$ cat src/rtl/spi_master_engine.sv
// SPI mode-0 master shift engine: one word per valid/ready handshake, MSB first, full duplex.
// Optional chip select with setup/hold phases is built in when SPI_CSN_EN is defined.
module spi_master_engine #(
    parameter int DATA_WIDTH = 8,
    parameter int CLK_DIV    = 4
) (
    input  logic                  ACLK,
    input  logic                  ARESETn,
    input  logic                  tx_valid,
    output logic                  tx_ready,
    input  logic [DATA_WIDTH-1:0] tx_data,
    output logic                  rx_valid,
    output logic [DATA_WIDTH-1:0] rx_data,
    output logic                  busy,
    output logic                  SPI_SCK,
    output logic                  SPI_MOSI,
`ifdef SPI_CSN_EN
    output logic                  SPI_CSN,
`endif
    input  logic                  SPI_MISO
);

    // state  | meaning
    // IDLE   | waiting for a word, tx_ready high
    // SETUP  | chip select asserted, CLK_DIV cycles before first SCK rise (SPI_CSN_EN only)
    // SHIFT  | SCK toggling, MOSI driven on falls, MISO sampled on rises
    // HOLD   | CLK_DIV cycles after last SCK fall before CSN rises (SPI_CSN_EN only)
    // DONE   | one cycle: rx_valid pulse, next word may be accepted
    localparam logic [2:0] ST_IDLE  = 3'd0;
    localparam logic [2:0] ST_SHIFT = 3'd1;
    localparam logic [2:0] ST_DONE  = 3'd2;
`ifdef SPI_CSN_EN
    localparam logic [2:0] ST_SETUP = 3'd3;
    localparam logic [2:0] ST_HOLD  = 3'd4;
`endif

    localparam int DIV_W = (CLK_DIV > 1) ? $clog2(CLK_DIV) : 1;
    localparam int CNT_W = $clog2(DATA_WIDTH);
    localparam logic [DIV_W-1:0] DIV_TC   = DIV_W'(CLK_DIV - 1);
    localparam logic [CNT_W-1:0] BIT_LAST = CNT_W'(DATA_WIDTH - 1);

    logic [2:0]            state;
    logic [DIV_W-1:0]      div_cnt;
    logic [CNT_W-1:0]      bit_cnt;
    logic [DATA_WIDTH-1:0] shift_reg;
    logic                  miso_q;
    logic                  div_tc;
    logic                  accept;
    logic [DATA_WIDTH-1:0] rx_word;

    assign tx_ready = (state == ST_IDLE) || (state == ST_DONE);
    assign busy     = ~tx_ready;
    assign rx_valid = (state == ST_DONE);
    assign div_tc   = (div_cnt == DIV_TC);
    assign accept   = tx_valid & tx_ready;
    // the bit sampled on the last rise completes the word without an extra shift cycle
    assign rx_word  = {shift_reg[DATA_WIDTH-2:0], miso_q};

    always_ff @(posedge ACLK or negedge ARESETn) begin
        if (!ARESETn) begin
            state     <= ST_IDLE;
            div_cnt   <= '0;
            bit_cnt   <= '0;
            shift_reg <= '0;
            miso_q    <= 1'b0;
            rx_data   <= '0;
            SPI_SCK   <= 1'b0;
            SPI_MOSI  <= 1'b0;
`ifdef SPI_CSN_EN
            SPI_CSN   <= 1'b1;
`endif
        end else begin
            case (state)
                ST_IDLE, ST_DONE: begin
                    if (accept) begin
                        shift_reg <= tx_data;
                        SPI_MOSI  <= tx_data[DATA_WIDTH-1];
                        div_cnt   <= '0;
                        bit_cnt   <= '0;
`ifdef SPI_CSN_EN
                        SPI_CSN   <= 1'b0;
                        state     <= ST_SETUP;
`else
                        state     <= ST_SHIFT;
`endif
                    end else begin
                        state <= ST_IDLE;
                    end
                end

`ifdef SPI_CSN_EN
                ST_SETUP: begin
                    if (div_tc) begin
                        div_cnt <= '0;
                        state   <= ST_SHIFT;
                    end else begin
                        div_cnt <= div_cnt + DIV_W'(1);
                    end
                end
`endif

                ST_SHIFT: begin
                    if (div_tc) begin
                        div_cnt <= '0;
                        SPI_SCK <= ~SPI_SCK;
                        if (!SPI_SCK) begin
                            miso_q <= SPI_MISO;
                        end else if (bit_cnt == BIT_LAST) begin
`ifdef SPI_CSN_EN
                            shift_reg <= rx_word;
                            state     <= ST_HOLD;
`else
                            rx_data   <= rx_word;
                            state     <= ST_DONE;
`endif
                        end else begin
                            shift_reg <= rx_word;
                            SPI_MOSI  <= shift_reg[DATA_WIDTH-2];
                            bit_cnt   <= bit_cnt + CNT_W'(1);
                        end
                    end else begin
                        div_cnt <= div_cnt + DIV_W'(1);
                    end
                end

`ifdef SPI_CSN_EN
                ST_HOLD: begin
                    if (div_tc) begin
                        div_cnt <= '0;
                        SPI_CSN <= 1'b1;
                        rx_data <= shift_reg;
                        state   <= ST_DONE;
                    end else begin
                        div_cnt <= div_cnt + DIV_W'(1);
                    end
                end
`endif

                default: state <= ST_IDLE;
            endcase
        end
    end

endmodule
$ cat config.mk
export PLATFORM = sky130hd
export DESIGN_NAME = spi_master_engine
export DESIGN_NICKNAME = d
export VERILOG_FILES = /design/src/rtl/spi_master_engine.sv
export SDC_FILE = /design/constraint.sdc
export NUM_CORES = 1
export LEC_CHECK = 0
export ABC_AREA = 1
export CORE_UTILIZATION = 45
export CTS_BUF_LIST = sky130_fd_sc_hd__clkbuf_4
export DETAILED_ROUTE_END_ITERATION = 16
export PLACE_DENSITY = 0.77
export SLEW_MARGIN = 20
export SYNTH_ARGS = -nofsm -noshare
export SYNTH_HDL_FRONTEND = slang
export SYNTH_SLANG_ARGS = --single-unit
$ cat constraint.sdc
create_clock -name ACLK -period 4.05 [get_ports ACLK]
set_input_delay 0.81 -clock ACLK [delete_from_list [all_inputs] [get_ports ACLK]]
set_output_delay 0.81 -clock ACLK [all_outputs]
set_load 0.1 [all_outputs]
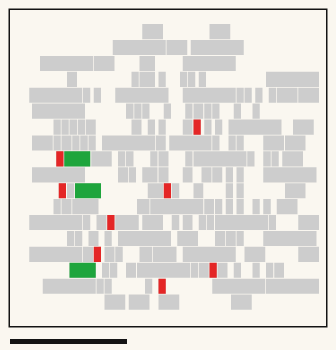
**Above:** logic cells by family.
Bar = 20 um.
adder and majority cells -> green  # cells 3, most used ha_1
inverters -> red  # cells 8, most used inv_1

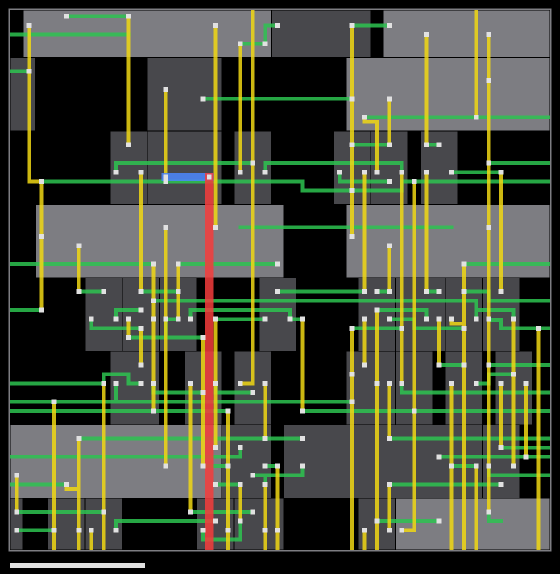
**Above:** a small window of the routed layout.
Bar = 5 um. Region (17, 28) to (37, 48) um. Cells in grey, sequential cells in the stronger grey; small squares are vias.
metal 4 -> red
metal 1 -> green
metal 2 -> yellow
metal 3 -> blue
sequential cells in the window = 7
netlist names of flops here include = shift_reg (5), rx_data (2)
cells with their middle in the window = 38
most frequent = nand2_1 (21), dfrtp_1 (7), nand3_1 (5)

==> flow_metrics.tcl <==
# collected from the flow reports
set metrics [dict create \
    cp.arrival_ns 2.27 \
    pwr-share-comb_pct 5.6 \
    simple_gate_area_share_pct 36.4 \
    worstSetupPathType "reg -> out" \
    n_clock_buffer 4 \
    most_common_cell "nand2_1" \
    post_cts_resized 0 \
    top_cells_by_area "dfrtp_1 51%, nand2_1 21%, nand3_1 9.0%" \
    cts_tree "yes" \
    worst_pin_slew_ns 0.978 \
    htree_levels 1 \
    hold_viol_final 0 \
    dieWidth_um 54.0 \
    enable_flop_cells 0 \
    post-cts-setup-buffers 0 \
    design_area_mm2 0.00147 \
    drv_cap 0 \
    max_freq_mhz 324 \
    ctsRootBufferMaster "clkbuf_4" \
    largest_cell_class "registers" \
    wl_per_cell_um 11.9 \
    holdBufCountCts 0 \
    num-nonclk-inverters 8 \
    status "finished clean" \
    hold_slack_ns 0.465 \
    clock_sinks 25 \
    ys_sh_adder_pct 3.08 \
    core-area_mm2 0.00252 \
    ys_warn_count 0 \
    grt_pass1_wl_mm 3.91 \
    comb_share_pct 34.9 \
    final_max_slew_viol_count 0 \
    grt_usage_pct 19.0 \
    die_area_mm2 0.00292 \
    num_tap_cells 30 \
    floorplan.nets 163 \
    firstDrtPassIters 4 \
    synthesis.area_mm2 0.00122 \
    rsz0062_at_grt "no" \
    async_reset_ff_share_pct 100 \
    synthXorXnorAreaFrac_pct 0 \
    rows 18 \
    num-nonclk-buffers 24 \
    fp_util_pct 48.3 \
    swShare_pct 21.2 \
    antenna_found_initial 0 \
    setup_viol 0 \
    sh_seq_area_pct 42.5 \
    p_seq_share_pct 65.0 \
    synth_seq_share_pct 51.4 \
    timing.final.crit_period_ns 3.08 \
    seq_area_um2 626 \
    setup_tns_ns 0 \
    cts_buffer_depth 2 \
    compound_area_share_pct 2.67 \
    route.detailed.drc 0 \
    ys.flop_type "dfrtp_1" \
    p_clk_share_pct 29.4 \
    power.density_mw_per_mm2 268 \
    yosysCellCount 148 \
    peakVddDrop_mv 0.190 \
    finalClockPeriodUsage_pct 76.2 \
    pin_count 25 \
    yosys.area.top_type "dfrtp_1" \
    clkSlewWorstSetupHoldPaths_ns 0.13 \
    synth_cells 148 \
    vias 991 \
    synth.distinct_cells 17 \
    gp_congestion 0.801 \
    worstPathMaxFanout 12 \
    area_delta_synth_final_pct 20.9 \
    wirelength_mm 2.37 \
    worst_setup_path_end_kind "primary output" \
    logic_gates 109 \
    ys_sh_mux_pct 0 \
    numCtsBuffers 3 \
    flops 25 \
    leakagePower_nw 0.753 \
    top_cells_by_count "67 x nand2_1, 25 x dfrtp_1, 22 x nand3_1" \
    slew_headroom_pct 34.6 \
    syn_avg_cell_area_um2 8.23 \
    power.switching_uw 83.4 \
    start_kind "flop" \
    tool_warnings 26 \
    dp_hpwl_mm 1.68 \
    p_int_uw 310 \
    buf_share_pct 16.0 \
    cp.required_ns 3.24 \
    stdcell_count 200 \
    logic_family "simple AND/OR/NAND/NOR gates" \
    layout_setup_ws_ns 0.966 \
    final-comb-area_um2 513 \
    place_inst 196 \
    dpl_worst_slack_ns 1.32 \
    ys.flops 25 \
    largest_reg_flops 8 \
    fin_util_pct 58.3 \
    grt_overflow_total 0 \
    power_uw 394 \
    hp-class "in -> async" \
    drive_above_1_share_pct 7.65 \
    buffer_ports.inserted 24 \
    ant_nets 0 \
    antenna_cells 0 \
    drt_iter0_markers 18 \
    place_area_mm2 0.00145 \
    fin_nets 186 \
    grt_max_degree 26 \
    clkCellAreaFrac_pct 2.04 \
    skew_ns 0.00807 \
    ys_chip_area_mm2 0.00122 \
    viasPerCell 4.96 \
    fp.dieH_um 54.0 \
    grt_pass1_vias 917 \
    synth_top_area_share_pct 51.4 \
    clk_latency_ns 0.31 \
    n_fill_cell 234 \
]
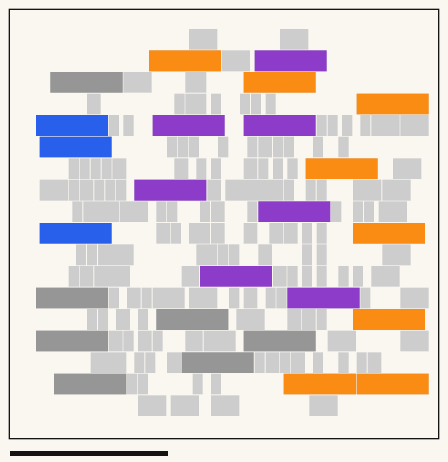
**Above:** sequential cells coloured by netlist name.
Bar = 20 um. Other sequential cells in the stronger grey, the rest of the logic in the fainter grey.
bit_cnt -> blue  # sequential cells 3
rx_data -> orange  # sequential cells 8
shift_reg -> purple  # sequential cells 7
not coloured = 7

## critical path, stage by stage (launching register included)
cell             delay (ns)
dfrtp_1                0.57
inv_1                  0.22
clkdlybuf4s50_1        1.17
## cell usage in the layout, fill, tap and decap left out, types with 2 or more instances in the layout
cell type         n
nand3_1          22
ha_1              3
nand2_2           2
nand2_1          67
inv_2             2
clkbuf_4          4
inv_1             6
dfrtp_1          25
o21ai_0           3
nor2_1            7
clkdlybuf4s50_1  23
## power groups by stage
stage	registers [mW]	clock network (mW)	logic, mW
after floorplan	0.260	0	0.00604
after global placement	0.261	0	0.0222
after detailed placement	0.261	0	0.0230
after CTS	0.256	0.121	0.0231
after global routing	0.257	0.126	0.0245
final	0.256	0.116	0.0219
## worst paths after layout
kind                                       from                        to  slack, ns  depth (start not counted)
max in group asynchronous               ARESETn    rx_data[6]$_DFFE_PN0P_       3.21                          1
min in group ACLK          SPI_MOSI$_DFFE_PN0P_      SPI_MOSI$_DFFE_PN0P_       0.49                          2
setup reg to reg           state[0]$_DFFE_PN0P_  shift_reg[2]$_DFFE_PN0P_       2.25                          6
hold / removal                          ARESETn    rx_data[5]$_DFFE_PN0P_       0.47                          1
setup / recovery           state[0]$_DFFE_PN0P_                  tx_ready       0.97                          2
hold reg to reg            SPI_MOSI$_DFFE_PN0P_      SPI_MOSI$_DFFE_PN0P_       0.49                          2
## routing by layer
metal | global-route usage [%] | vias to the layer above | part of all wire [%]
li1 | - | 511 | -
met1 | 23.7 | 457 | 47
met2 | 32.5 | 19 | 48
met3 | 3.11 | 4 | 3.8
met4 | 7.69 | 0 | 1.3
met5 | 0 | - | 0
## kinds of logic after synthesis
family	count (synthesis)
and+or+nand+nor	101
DFF	25
buffers and inverters	14
AOI/OAI and AO/OA	5
adders and majority gates	3
Power and IR drop assume default switching activity.
